<file path="config.mk">
export PLATFORM = sky130hd
export DESIGN_NAME = dcr_bank_flat
export DESIGN_NICKNAME = d
export VERILOG_FILES = /design/src/rtl/dcr_if.sv /design/src/rtl/dcr_bank.sv /design/src/flat_wrapper.sv
export SDC_FILE = /design/constraint.sdc
export NUM_CORES = 1
export LEC_CHECK = 0
export CAP_MARGIN = 10
export CORE_MARGIN = 10
export CORE_UTILIZATION = 44
export CTS_CLUSTER_SIZE = 20
export DETAILED_ROUTE_END_ITERATION = 10
export PLACE_DENSITY = 0.82
export SLEW_MARGIN = 20
export SYNTH_ARGS = -nofsm -noshare
export SYNTH_HDL_FRONTEND = slang
export SYNTH_SLANG_ARGS = --single-unit
</file>
<file path="constraint.sdc">
create_clock -name clk -period 1.9 [get_ports clk]
set_input_delay 0.19 -clock clk [delete_from_list [all_inputs] [get_ports clk]]
set_output_delay 0.19 -clock clk [all_outputs]
set_load 0.02 [all_outputs]
</file>
<file path="src/rtl/dcr_if.sv">
// Host-side register bus for dcr_bank: write handshake plus registered read port.
interface dcr_if #(
    parameter int unsigned DATA_BITS = 8,
    parameter int unsigned ADDR_BITS = 8
);
    logic                 host_wr_valid;
    logic                 host_wr_ready;
    logic [ADDR_BITS-1:0] host_addr;
    logic [DATA_BITS-1:0] host_wr_data;
    logic                 host_rd_en;
    logic [DATA_BITS-1:0] host_rd_data;

    modport master (
        output host_wr_valid, host_addr, host_wr_data, host_rd_en,
        input  host_wr_ready, host_rd_data
    );

    modport slave (
        input  host_wr_valid, host_addr, host_wr_data, host_rd_en,
        output host_wr_ready, host_rd_data
    );
endinterface

</file>
<file path="src/rtl/dcr_bank.sv">
// Device control registers: host-written staging copies, launched atomically into active copies.
// Optional macro DCR_READBACK_EN adds a one-cycle-latency readback of STATUS and staging.
module dcr_bank #(
    parameter int unsigned NUM_CORES = 2,
    parameter int unsigned DATA_BITS = 8,
    parameter int unsigned ADDR_BITS = 8
) (
    input  logic                 clk,
    input  logic                 reset,
    dcr_if.slave                 host,
    output logic [DATA_BITS-1:0] thread_count [NUM_CORES],
    output logic [DATA_BITS-1:0] start_pc     [NUM_CORES],
    output logic [NUM_CORES-1:0] core_start,
    input  logic [NUM_CORES-1:0] core_done,
    output logic                 busy,
    output logic                 kernel_done
);

    typedef enum logic [1:0] {StIdle, StLaunch, StRun, StComplete} state_e;

    state_e               state_q;
    logic [DATA_BITS-1:0] stg_tc_q [NUM_CORES];
    logic [DATA_BITS-1:0] stg_pc_q [NUM_CORES];
    logic [NUM_CORES-1:0] done_mask_q;
    logic                 done_sticky_q;
    logic                 launch_err_q;

    logic [ADDR_BITS-1:0] addr;
    int unsigned          addr_idx;
    logic                 wr_fire;
    logic                 launch_req;
    logic                 clear_req;
    logic [NUM_CORES-1:0] done_next;
    logic [NUM_CORES-1:0] zero_mask;

    // Writes are stalled only during the single LAUNCH cycle so the copy is atomic.
    assign host.host_wr_ready = (state_q != StLaunch);

    always_comb begin
        addr       = host.host_addr;
        addr_idx   = 32'(addr);
        wr_fire    = host.host_wr_valid && (state_q != StLaunch);
        launch_req = wr_fire && (addr_idx == 0) && host.host_wr_data[0];
        clear_req  = wr_fire && (addr_idx == 0) && host.host_wr_data[1];
        done_next  = done_mask_q | core_done;
        for (int unsigned i = 0; i < NUM_CORES; i++) begin
            zero_mask[i] = (stg_tc_q[i] == '0);
        end
    end

    always_ff @(posedge clk) begin
        if (reset) begin
            state_q       <= StIdle;
            core_start    <= '0;
            busy          <= 1'b0;
            kernel_done   <= 1'b0;
            done_mask_q   <= '0;
            done_sticky_q <= 1'b0;
            launch_err_q  <= 1'b0;
            for (int unsigned i = 0; i < NUM_CORES; i++) begin
                stg_tc_q[i]     <= '0;
                stg_pc_q[i]     <= '0;
                thread_count[i] <= '0;
                start_pc[i]     <= '0;
            end
        end else begin
            core_start  <= '0;
            kernel_done <= 1'b0;

            for (int unsigned i = 0; i < NUM_CORES; i++) begin
                if (wr_fire && addr_idx == 2 + 2 * i) stg_tc_q[i] <= host.host_wr_data;
                if (wr_fire && addr_idx == 3 + 2 * i) stg_pc_q[i] <= host.host_wr_data;
            end

            // Clear first so a simultaneous error set takes priority.
            if (clear_req) launch_err_q <= 1'b0;
            if (launch_req && state_q != StIdle) launch_err_q <= 1'b1;

            unique case (state_q)
                StIdle: begin
                    if (launch_req) begin
                        state_q       <= StLaunch;
                        busy          <= 1'b1;
                        done_sticky_q <= 1'b0;
                    end
                end
                StLaunch: begin
                    for (int unsigned i = 0; i < NUM_CORES; i++) begin
                        thread_count[i] <= stg_tc_q[i];
                        start_pc[i]     <= stg_pc_q[i];
                    end
                    // Cores with no threads count as already finished.
                    done_mask_q <= zero_mask;
                    core_start  <= ~zero_mask;
                    state_q     <= StRun;
                end
                StRun: begin
                    done_mask_q <= done_next;
                    if (&done_next) begin
                        state_q     <= StComplete;
                        kernel_done <= 1'b1;
                    end
                end
                StComplete: begin
                    done_sticky_q <= 1'b1;
                    busy          <= 1'b0;
                    state_q       <= StIdle;
                end
                default: state_q <= StIdle;
            endcase
        end
    end

`ifdef DCR_READBACK_EN
    logic [DATA_BITS-1:0] status;
    logic [DATA_BITS-1:0] rd_mux;
    logic [DATA_BITS-1:0] rd_data_q;

    always_comb begin
        status    = '0;
        status[0] = busy;
        status[1] = done_sticky_q;
        status[2] = launch_err_q;
        rd_mux    = '0;
        if (addr_idx == 1) rd_mux = status;
        for (int unsigned i = 0; i < NUM_CORES; i++) begin
            if (addr_idx == 2 + 2 * i) rd_mux = stg_tc_q[i];
            if (addr_idx == 3 + 2 * i) rd_mux = stg_pc_q[i];
        end
    end

    always_ff @(posedge clk) begin
        if (reset) begin
            rd_data_q <= '0;
        end else if (host.host_rd_en) begin
            rd_data_q <= rd_mux;
        end
    end

    assign host.host_rd_data = rd_data_q;
`else
    logic unused_rd;

    // STATUS bits exist only to be read back; keep them for an identical write-side behaviour.
    assign unused_rd         = ^{host.host_rd_en, done_sticky_q, launch_err_q};
    assign host.host_rd_data = '0;
`endif

endmodule

</file>
<file path="src/flat_wrapper.sv">
// flat-port wrapper written by rule: the top's interface ports become plain ports
module dcr_bank_flat 
#(
    parameter int unsigned NUM_CORES = 2,
    parameter int unsigned DATA_BITS = 8,
    parameter int unsigned ADDR_BITS = 8
)
  (clk, reset, thread_count, start_pc, core_start, core_done, busy, kernel_done, host_host_wr_valid, host_host_addr, host_host_wr_data, host_host_rd_en, host_host_wr_ready, host_host_rd_data);
  dcr_if #(.DATA_BITS(DATA_BITS), .ADDR_BITS(ADDR_BITS)) host_i ();
  input  logic clk;
  input  logic reset;
  output logic [DATA_BITS-1:0] thread_count[NUM_CORES];
  output logic [DATA_BITS-1:0] start_pc[NUM_CORES];
  output logic [NUM_CORES-1:0] core_start;
  input  logic [NUM_CORES-1:0] core_done;
  output logic busy;
  output logic kernel_done;
  input wire logic [$bits(host_i.host_wr_valid)-1:0] host_host_wr_valid;
  input wire logic [$bits(host_i.host_addr)-1:0] host_host_addr;
  input wire logic [$bits(host_i.host_wr_data)-1:0] host_host_wr_data;
  input wire logic [$bits(host_i.host_rd_en)-1:0] host_host_rd_en;
  output wire logic [$bits(host_i.host_wr_ready)-1:0] host_host_wr_ready;
  output wire logic [$bits(host_i.host_rd_data)-1:0] host_host_rd_data;
  assign host_i.host_wr_valid = host_host_wr_valid;
  assign host_i.host_addr = host_host_addr;
  assign host_i.host_wr_data = host_host_wr_data;
  assign host_i.host_rd_en = host_host_rd_en;
  assign host_host_wr_ready = host_i.host_wr_ready;
  assign host_host_rd_data = host_i.host_rd_data;
  dcr_bank #(.NUM_CORES(NUM_CORES), .DATA_BITS(DATA_BITS), .ADDR_BITS(ADDR_BITS)) u_core (.clk(clk), .reset(reset), .host(host_i), .thread_count(thread_count), .start_pc(start_pc), .core_start(core_start), .core_done(core_done), .busy(busy), .kernel_done(kernel_done));
endmodule
</file>
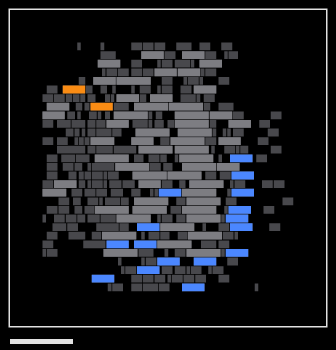
**Above:** run 1 (where the registers sit).
Bar = 20 um. Other sequential cells in the stronger gray, the rest of the logic in the fainter gray.
color	signal	sequential cells
blue	`start_pc`	16
orange	`u_core.done_mask_q`	2
not colored	54
fin util: 60.47%
fraction of area in registers: 46.47%

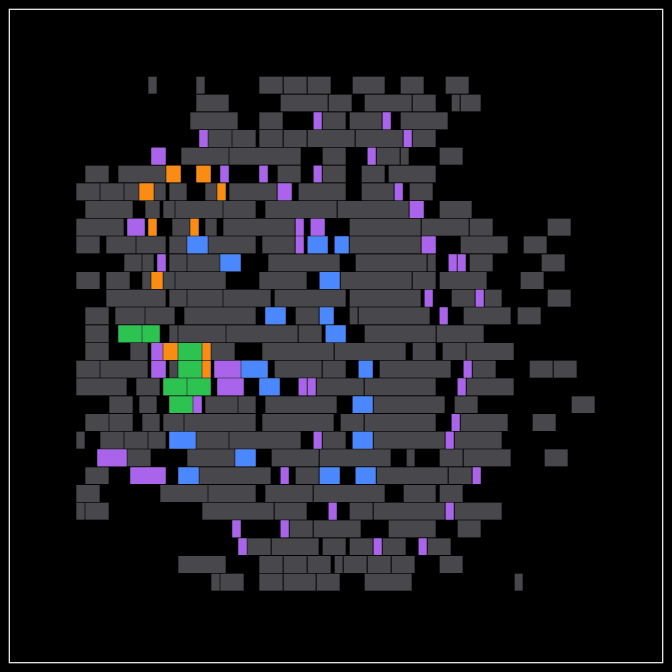
**Above:** run 1 (selected gate families).
color	family	cells
purple	nor cells	46
orange	nand cells	10
blue	and/or cells	18
green	non-inverting ao/oa cells	7
combinational share of cell area: 26.33%
dominant logic cell type in the layout: clkdlybuf4s50_1
Post-Layout Cell Count: 378

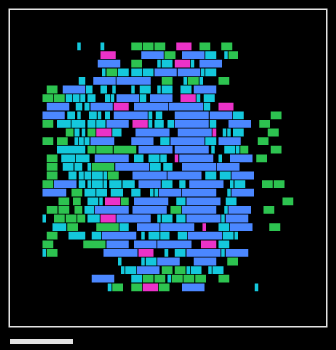
**Above:** run 1 (placement by cell class).
Bar = 20 um.
color	class	cells	share of their area
green	remaining buffers and delay cells	70	20%
cyan	combinational and other logic	143	28%
magenta	clock drivers and dummy loads	16	5.1%
blue	sequential cells	72	48%

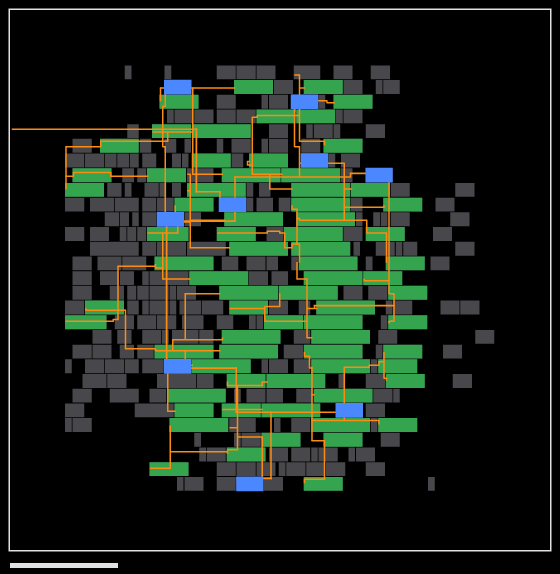
**Above:** run 1 (clock network drawn from the DEF).
Bar = 20 um.
[green] flip-flops | count: 72
[blue] clock drivers | count: 9
[orange] clock wires | length: 852 um
routed clock nets	10

==> Slide: Implementation Results, run 1 <==
Run Summary

Run status
  • Outcome: complete, no violations

Drt
  • Routed wire per std cell: 16.11 um
  • DR WL met3: 540 um

GRT
  • Busiest grt layer: met2
  • First-pass GRT wire length: 9.501 mm
  • Antenna violations before repair: 0
  • Met2 Resource Use GR: 19.26%
  • Met3 Use GR: 5.907%

Yosys
  • Synthesis area per yosys: 0.002811 mm^2
  • Most frequent cell after synthesis: dfxtp_1
  • Number of enable flip-flop cells: 32
  • Register share after synthesis: 62.66%
  • Synth Area per Inst: 12.50 um^2

Critical path
  • CP bufs+invs: 1
  • Crit-path max cell delay: 430 ps
  • Crit Path Max Fanout: 8
  • Startpoint types: flop
  • Setup crit end: u_core.stg_pc_q[0][2]
  • Worst-path cell chain: inv_4 > ha_4 > or3b_4 > or3_4 > nor2_4 > and2_4

Power
  • Pint: 2.683 mW
  • Pwr Density: 956.3 mW/mm^2
  • Sw frac: 26.10%

Clock network
  • CTS Buf Count: 9
  • Hold bufs inserted after CTS: 0
  • Setup bufs post-CTS: 0
  • Clock transition at path regs: 70 ps
  • Htree depth: 3

Layout
  • Layout cells sized above 1: 16.61%
  • Logic area: 999.7 um^2
  • Most frequent cells in the layout: 56 x clkdlybuf4s50_1, 38 x dfxtp_1, 34 x nor2_1, 32 x mux2i_1, 32 x edfxtp_1
  • Post-route cell area: 0.003796 mm^2

Final timing
  • Endpoints failing hold: 0
  • Skew final: 9.277 ps
  • Min Tclk post-route: 1897 ps
  • Setup TNS Final: 0 ps
  • Slew Viols, Final: 0
  • Setup ws final: 2.554 ps

Floorplan
  • Core area: 0.006277 mm^2

Placement
  • Port bufs: 57

Min path
  • Hold depth: 2
-- run 1: sequential cells by signal, summed over array words and instances, names as in the netlist --
name	cells
u_core.kernel_done	1
start_pc	16
u_core.core_start	2
u_core.state_q	2
u_core.thread_count	16
u_core.done_mask_q	2
u_core.busy	1
u_core.stg_pc_q	16
u_core.stg_tc_q	16
-- run 1: power by group through the flow --
stage	combinational, mW	sequential, mW	clock [mW]
floorplan	0.348	1.87	0
global placement	0.670	1.81	0
detailed placement	0.686	1.81	0
CTS	0.696	1.78	1.16
global route	0.757	1.79	1.25
finish	0.704	1.78	1.15
-- run 1: worst reg2reg max path: stages, from the launching register on --
cell and delay, ps:
dfxtp_2 360, inv_4 50, ha_4 160, or3b_4 380
or3_4 430, nor2_4 220, and2_4 180
-- run 1: logic make-up after synthesis --
kind of cell / Yosys count / share of synthesized area [%]
xor gates and xnor gates: 1 / 0.3116
DFF: 72 / 62.66
adders and majority gates: 5 / 2.225
other: 1 / 0.1334
muxes: 32 / 11.39
AOI/OAI and AO/OA: 18 / 4.762
and+or+nand+nor: 74 / 14.11
buffers and inverters: 22 / 4.406
-- run 1: area by class of cell --
class                   instances  share of cell area (%)
flip-flops and latches         72                   46.47
multi-input cells             138                   26.33
repair buffers                 70                   19.08
clock buffers                  16                   5.010
well taps                      77                   2.538
inverters                       5                  0.5603
-- run 1: how the worst min path moves through the flow --
stage | startpoint | to | slack, ps
after detailed placement | u_core.stg_pc_q[0][7] | start_pc[15] | 480
after global placement | u_core.stg_pc_q[0][8] | start_pc[0] | 460
after CTS | u_core.stg_pc_q[0][12] | start_pc[4] | 490
final | u_core.stg_pc_q[0][12] | start_pc[4] | 490
after floorplan | host_host_wr_data[0] | u_core.stg_pc_q[0][0] | 410
after global routing | u_core.stg_pc_q[0][7] | start_pc[15] | 520
**Run 1: routing congestion map**

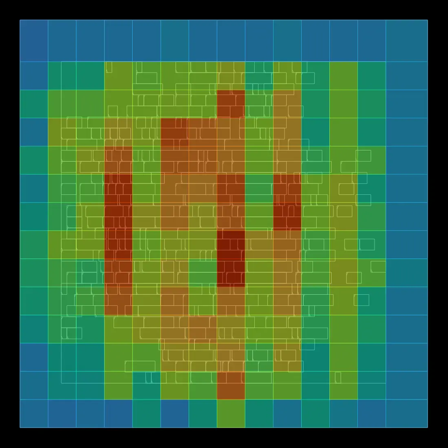

==> run 1 -> run 2 <==
--- a/config.mk
+++ b/config.mk
@@ -6,7 +6,6 @@
 export NUM_CORES = 1
 export LEC_CHECK = 0
 export CAP_MARGIN = 10
-export CORE_MARGIN = 10
 export CORE_UTILIZATION = 44
 export CTS_CLUSTER_SIZE = 20
 export DETAILED_ROUTE_END_ITERATION = 10
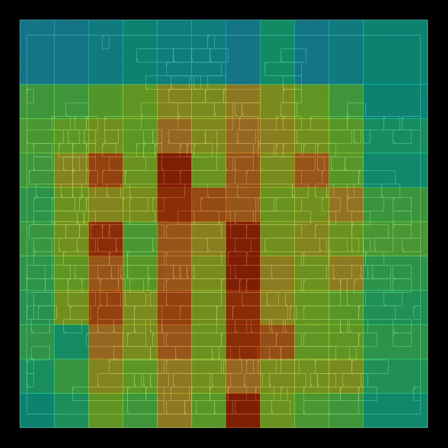
**Above:** run 2 (routing congestion map).
met1 usage: 22.03%
fin util: 63.64%
Tot GR Track Use: 19.21%
Routed wire per std cell: 15.11 um

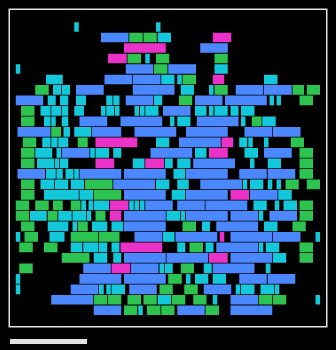
**Above:** run 2 (placement by cell class).
Bar = 20 um.
color	class	cells	share of their area
magenta	clock drivers and dummy loads	16	6.5%
green	remaining buffers and delay cells	70	19%
cyan	combinational and other logic	143	27%
blue	sequential cells	72	47%
core area: 0.006026 mm^2
post-route cell area: 0.003835 mm^2
FP Rows: 28
fraction of area in registers: 46.07%

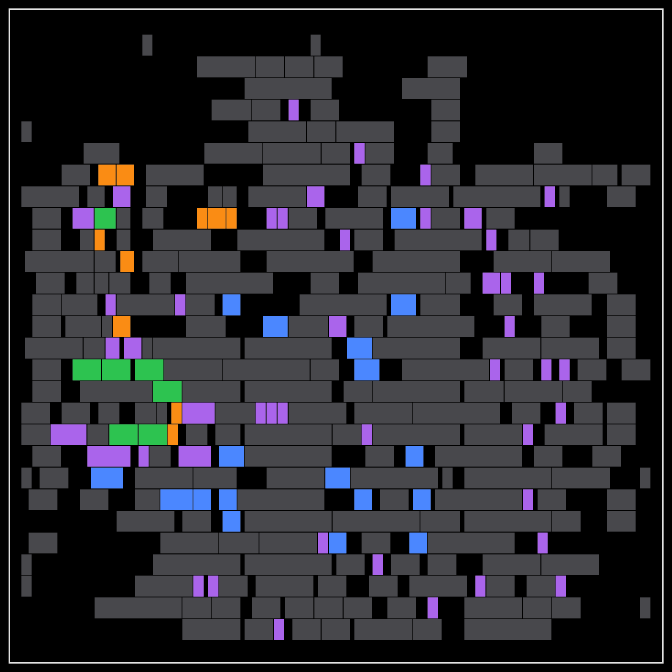
**Above:** run 2 (selected gate families).
color	family	cells
blue	and/or cells	18
orange	nand cells	10
green	non-inverting ao/oa cells	7
purple	nor cells	46

==> run 2 against run 1 <==
Count of clock-buffer cells in the layout is 7 lower. Die area is 33% lower. Routed wire length is 6.7% lower. Core utilization is 3.2 points higher.
==> Slide: Implementation Results, run 2 <==
Run Summary

Floorplan
  • DIE WIDTH: 81.94 um
  • Die ar.: 0.006713 mm^2
  • Number of I/O pins: 67
  • Die y size: 81.94 um

Layout
  • Layout cells sized above 1: 15.28%
  • Post-Layout Cell Count: 376
  • Dominant logic cell type in the layout: clkdlybuf4s50_1
  • Ant. Diodes: 0
  • Area grow syn2layout: 36.40%
  • Most frequent cells in the layout: 56 x clkdlybuf4s50_1, 38 x dfxtp_1, 34 x nor2_1, 32 x mux2i_1, 32 x edfxtp_1
  • Nets: 323

Final timing
  • Skew final: 4.487 ps
  • Setup ws final: 21.46 ps
  • Worst slew pin tran: 549.0 ps
  • Tcrit/Tclk final: 98.87%
  • Slew margin rel.: 63.06%
  • Slew Viols, Final: 0
  • Endpoints failing hold: 0
  • FMAX: 0.5323 GHz
  • Unrepaired setup endpoints after global routing: true
  • Min Tclk post-route: 1879 ps

Clock network
  • Clock transition at path regs: 70 ps
  • Htree depth: 3
  • Clk buf depth: 2
  • Hold bufs inserted after CTS: 0
  • CTS Buf Count: 9
  • CTS Sinks: 72
  • CTS Root Buffer Type: clkbuf_8

Power
  • P_comb: 0.704 mW
  • Pwr Density: 1024 mW/mm^2
  • Net Switching: 0.9907 mW
  • Lkg Pwr: 1.413 nW
  • Seq power: 1.78 mW
  • Sw frac: 25.24%
  • Pint: 2.935 mW
  • Clock Power: 1.44 mW
  • Worst ir drop on vdd: 0.4975 mV
  • Main power group: sequential cells
  • Sequential Power Share: 45.3%
  • Clock network power share: 36.8%
  • Comb power frac: 17.9%

Yosys
  • Register share after synthesis: 62.66%
  • Yosys top cell by area: edfxtp_1
  • Synth Area per Inst: 12.50 um^2
  • Most frequent cell after synthesis: dfxtp_1
  • Cell Type Count: 33
  • Synth top area cells: edfxtp_1 34%, dfxtp_1 28%, mux2i_1 11%, nor2_1 4.5%, and2_1 3.6%
  • Dominant comb cell: simple AND/OR/NAND/NOR gates
  • Number of enable flip-flop cells: 32
  • Xor+xnor area frac: 0.3115%
  • Yosys top cell area share: 34.18%
  • Syn Inst Count: 225
  • Synthesis area per yosys: 0.002811 mm^2
  • Yosys adder share: 2.225%
  • Synth Area in Simple Gates: 14.11%
  • Ys async rst share: 0%
  • Synth Flop Type: dfxtp_1
  • Yosys aoi share: 4.762%
  • YS warnings: 0
  • Synth cell count leaders: 40 x dfxtp_1, 34 x nor2_1, 32 x edfxtp_1, 32 x mux2i_1, 16 x and2_1
  • Mux area share: 11.39%

Drt
  • Drt total wl: 5.683 mm
  • DR iter-0 viols: 67
  • Via count: 1904

Flow run
  • Max-cap violations: 0
  • Log Warnings: 32

Placement
  • GP Congestion: 0.8396
  • DP HPWL: 3.942 mm
  • DP Worst Slack: -10.89 ps
  • Placed Area: 0.003525 mm^2
  • Number of cells in the design after placement: 357
  • Port bufs: 57

Critical path
  • Crit Path Max Fanout: 8
  • CP Capture Type: flop
  • CP required: 2110 ps
  • Startpoint types: flop
  • Kind of critical path: flop to flop
  • Critical path data arrival time: 2090 ps

GRT
  • Largest net degree at the start of global routing: 26
  • Antenna violations before repair: 0
  • First-pass GRT wire length: 9.204 mm
  • Global route overflow: 0

Min path
  • Hold/Removal Path Class: flop to flop
  • Hold depth: 2

Run status
  • Outcome: complete, no violations
run 2: cell counts after synthesis:
No cell type changed its count.
run 2: layout make-up:
| type | instances | area (um^2) | share of cell area (%) |
|---|---|---|---|
| well taps | 75 | 93.84 | 2.447 |
| flip-flops and latches | 72 | 1767 | 46.07 |
| inverters | 5 | 21.27 | 0.5546 |
| multi-input cells | 138 | 984.7 | 25.68 |
| clock inverters | 7 | 120.1 | 3.132 |
| clock buffers | 9 | 123.9 | 3.230 |
| repair buffers | 70 | 724.4 | 18.89 |
run 2: final timing paths:
| check | startpoint | to | slack [ps] |
|---|---|---|---|
| min | u_core.stg_pc_q[0][6] | start_pc[14] | 490 |
| max reg2reg | u_core.state_q[1] | u_core.stg_tc_q[0][1] | 20 |
| max | u_core.state_q[1] | u_core.stg_tc_q[0][1] | 20 |
| min reg2reg | u_core.stg_pc_q[0][6] | start_pc[14] | 490 |
run 2: metrics by stage:
step / power (mW) / setup TNS [ps] / utilization, %
after floorplan: 2.223 / 0 / -
after global placement: 2.469 / 0 / 58.49
after detailed placement: 2.489 / -31.13 / 58.49
after CTS: 3.944 / 0 / 62.87
after global routing: 4.073 / -337.6 / 63.64
final: 3.925 / 0 / 63.64
run 2: metal layers:
metal	GRT usage [%]	share of wire, %	up-vias	routed length [um]
li1	-	-	917	-
met2	32.64	51	57	2879
met4	11.75	2.7	0	155
met1	22.03	42	917	2400
met3	4.000	4.4	13	248
met5	0	0	-	0
run 2: worst max-delay path, stage by stage (launching register included):
cell,delay (ps)
dfxtp_4,370
inv_4,40
ha_4,160
or3b_4,370
or3_4,410
nor2_4,210
and2_4,190
run 2: what timing repair did:
action,in CTS,in global routing
pin swaps,1,7
resized,7,10
buffers inserted,0,3
endpoints found under the setup margin,27,27
==> run 2 -> run 3 <==
--- a/config.mk
+++ b/config.mk
@@ -5,11 +5,12 @@
 export SDC_FILE = /design/constraint.sdc
 export NUM_CORES = 1
 export LEC_CHECK = 0
-export CAP_MARGIN = 10
-export CORE_UTILIZATION = 44
+export CORE_UTILIZATION = 46
+export CTS_BUF_LIST = sky130_fd_sc_hd__clkbuf_4 sky130_fd_sc_hd__clkbuf_8
 export CTS_CLUSTER_SIZE = 20
 export DETAILED_ROUTE_END_ITERATION = 10
-export PLACE_DENSITY = 0.82
+export PLACE_DENSITY = 0.85
+export SKIP_CTS_REPAIR_TIMING = 1
 export SLEW_MARGIN = 20
 export SYNTH_ARGS = -nofsm -noshare
 export SYNTH_HDL_FRONTEND = slang
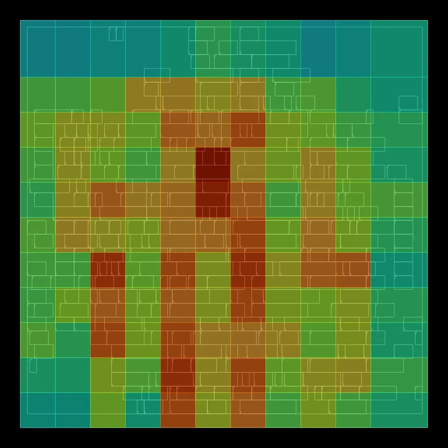
**Above:** run 3 (routing congestion map).
met3 Use GR: 6.705%
busiest grt layer: met2
met1 usage: 23.23%
met2 Resource Use GR: 31.62%
Tot GR Track Use: 19.25%

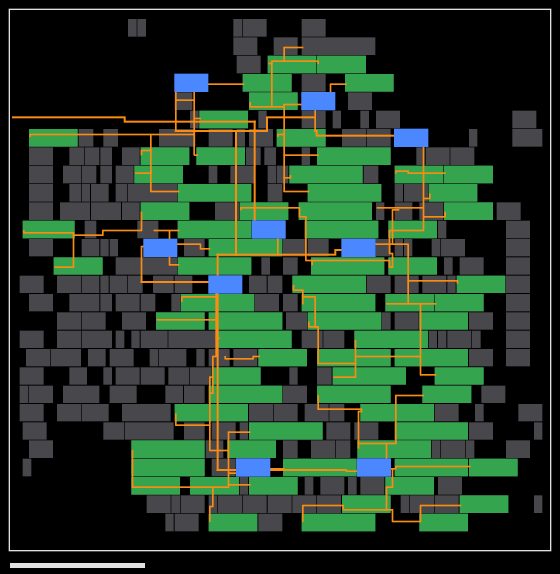
**Above:** run 3 (clock network drawn from the DEF).
Bar = 20 um.
[green] flip-flops | count: 72
[blue] clock drivers | count: 9
[orange] clock wires | length: 749 um
routed clock nets	10

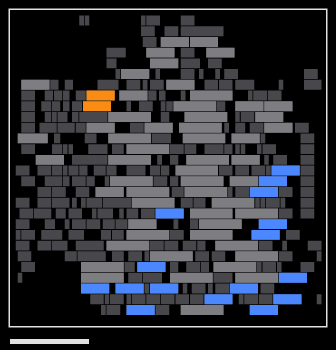
**Above:** run 3 (where the registers sit).
Bar = 20 um. Other sequential cells in the stronger gray, the rest of the logic in the fainter gray.
color	signal	sequential cells
orange	`u_core.done_mask_q`	2
blue	`start_pc`	16
register area: 0.001763 mm^2
fin util: 63.99%
Seq power: 1.78 mW
fraction of area in registers: 46.53%

==> run 3 against run 2 <==
The flow now finishes with violations (setup timing). Global-route usage is essentially flat. Critical endpoint is now u_core.stg_pc_q[0][15]. First-iteration DRC count grew 4.5%. Clock power shrank 18%. Via count shrank 1.5%. Routed wire length shrank 4.4%. Total power shrank 6.8%. Combinational power shrank 0.7%.
==> Slide: Implementation Results, run 3 <==
Run Summary

Run status
  • Outcome: finished, violations left
  • Failing checks: setup timing

Critical path
  • FF-to-FF End: u_core.stg_pc_q[0][15]
  • Worst Setup SP: u_core.state_q[1]
  • CP required: 2110 ps
  • Reg2Reg Launch Point: u_core.state_q[1]
  • Setup crit end: u_core.stg_pc_q[0][15]
  • CP Capture Type: flop

Drt
  • DR iter-0 viols: 70
  • Via count: 1876
  • Routed wire per std cell: 14.48 um

Yosys
  • Synth Flop Type: dfxtp_1
  • Yosys top cell area share: 34.18%
  • Cell Type Count: 33
  • YS warnings: 0
  • Synth top area cells: edfxtp_1 34%, dfxtp_1 28%, mux2i_1 11%, nor2_1 4.5%, and2_1 3.6%
  • Register share after synthesis: 62.66%
  • Synth Area per Inst: 12.50 um^2
  • Most frequent cell after synthesis: dfxtp_1

GRT
  • Antenna violations before repair: 0
  • Largest net degree at the start of global routing: 23

Placement
  • GP Congestion: 0.7930
  • DP Worst Slack: -21.24 ps
  • Number of cells in the design after placement: 357

Flow run
  • Log Warnings: 32

Clock network
  • CTS Root Buffer Type: clkbuf_8
  • Htree depth: 3
  • Clock transition at path regs: 80 ps
  • Clk buf depth: 2
  • CTS Sinks: 72

Final timing
  • Tcrit/Tclk final: 100.3%
  • Endpoints failing hold: 0
  • Setup TNS Final: -23.42 ps
  • FMAX: 0.5248 GHz
  • Slew Viols, Final: 0
  • Min Tclk post-route: 1905 ps
  • Setup ws final: -5.321 ps
  • Final Setup Violations: 7

Power
  • Net Switching: 0.9607 mW
  • Sequential Power Share: 48.6%
  • Lkg Pwr: 1.392 nW
  • Overall Power: 3.659 mW
  • Pint: 2.698 mW
  • Worst ir drop on vdd: 0.4424 mV
  • Comb power frac: 19.1%

Min path
  • Hold/Removal Path Class: flop to flop

Floorplan
  • DIE WIDTH: 80.18 um

Layout
  • Area grow syn2layout: 34.76%
  • Post-route cell area: 0.003789 mm^2
  • Ant. Diodes: 0
  • Post-Layout Cell Count: 375
  • Dominant logic cell type in the layout: clkdlybuf4s50_1
  • Nets: 322
==> run 3: cell type report <==
type / instances / area [um^2]
tap: 75 / 93.84
timing repair buffer: 69 / 720.7
inverter: 5 / 21.27
multi-input combinational: 138 / 992.2
sequential: 72 / 1763
fill: 436 / 2132
clock inverter: 5 / 58.81
clock buffer: 11 / 138.9
==> run 3: worst min path at each step <==
stage | slack, ps | startpoint | depth (start not counted) | to
after global routing | 510 | u_core.stg_pc_q[0][13] | 2 | start_pc[5]
after detailed placement | 470 | u_core.stg_pc_q[0][13] | 2 | start_pc[5]
after floorplan | 410 | host_host_wr_data[0] | 1 | u_core.stg_pc_q[0][0]
after CTS | 490 | u_core.stg_pc_q[0][13] | 2 | start_pc[5]
final | 490 | u_core.stg_pc_q[0][3] | 2 | start_pc[11]
after global placement | 460 | u_core.stg_pc_q[0][1] | 2 | start_pc[9]
==> run 3: kinds of logic after synthesis <==
family | after synthesis | synth area share, %
buffers and inverters | 22 | 4.406
DFF | 72 | 62.66
adders and majority gates | 5 | 2.225
other | 1 | 0.1334
xor gates and xnor gates | 1 | 0.3116
muxes | 32 | 11.39
AOI/OAI and AO/OA | 18 | 4.762
and+or+nand+nor | 74 | 14.11
==> run 3: metal layers <==
layer | wire [um] | global-route usage (%) | part of all wire [%]
met1 | 2393 | 23.23 | 44
met2 | 2721 | 31.62 | 50
met5 | 0 | 0 | 0
met4 | 74 | 7.143 | 1.4
met3 | 241 | 6.705 | 4.4
==> run 3: critical path: stages (launching register included) <==
cell and delay, ps:
dfxtp_2 380, inv_4 50, ha_4 160, or3b_4 370
or3_4 430, nor2_4 210, and2_1 180
Power figures rest on the tool's default switching activity, not on a simulated workload.
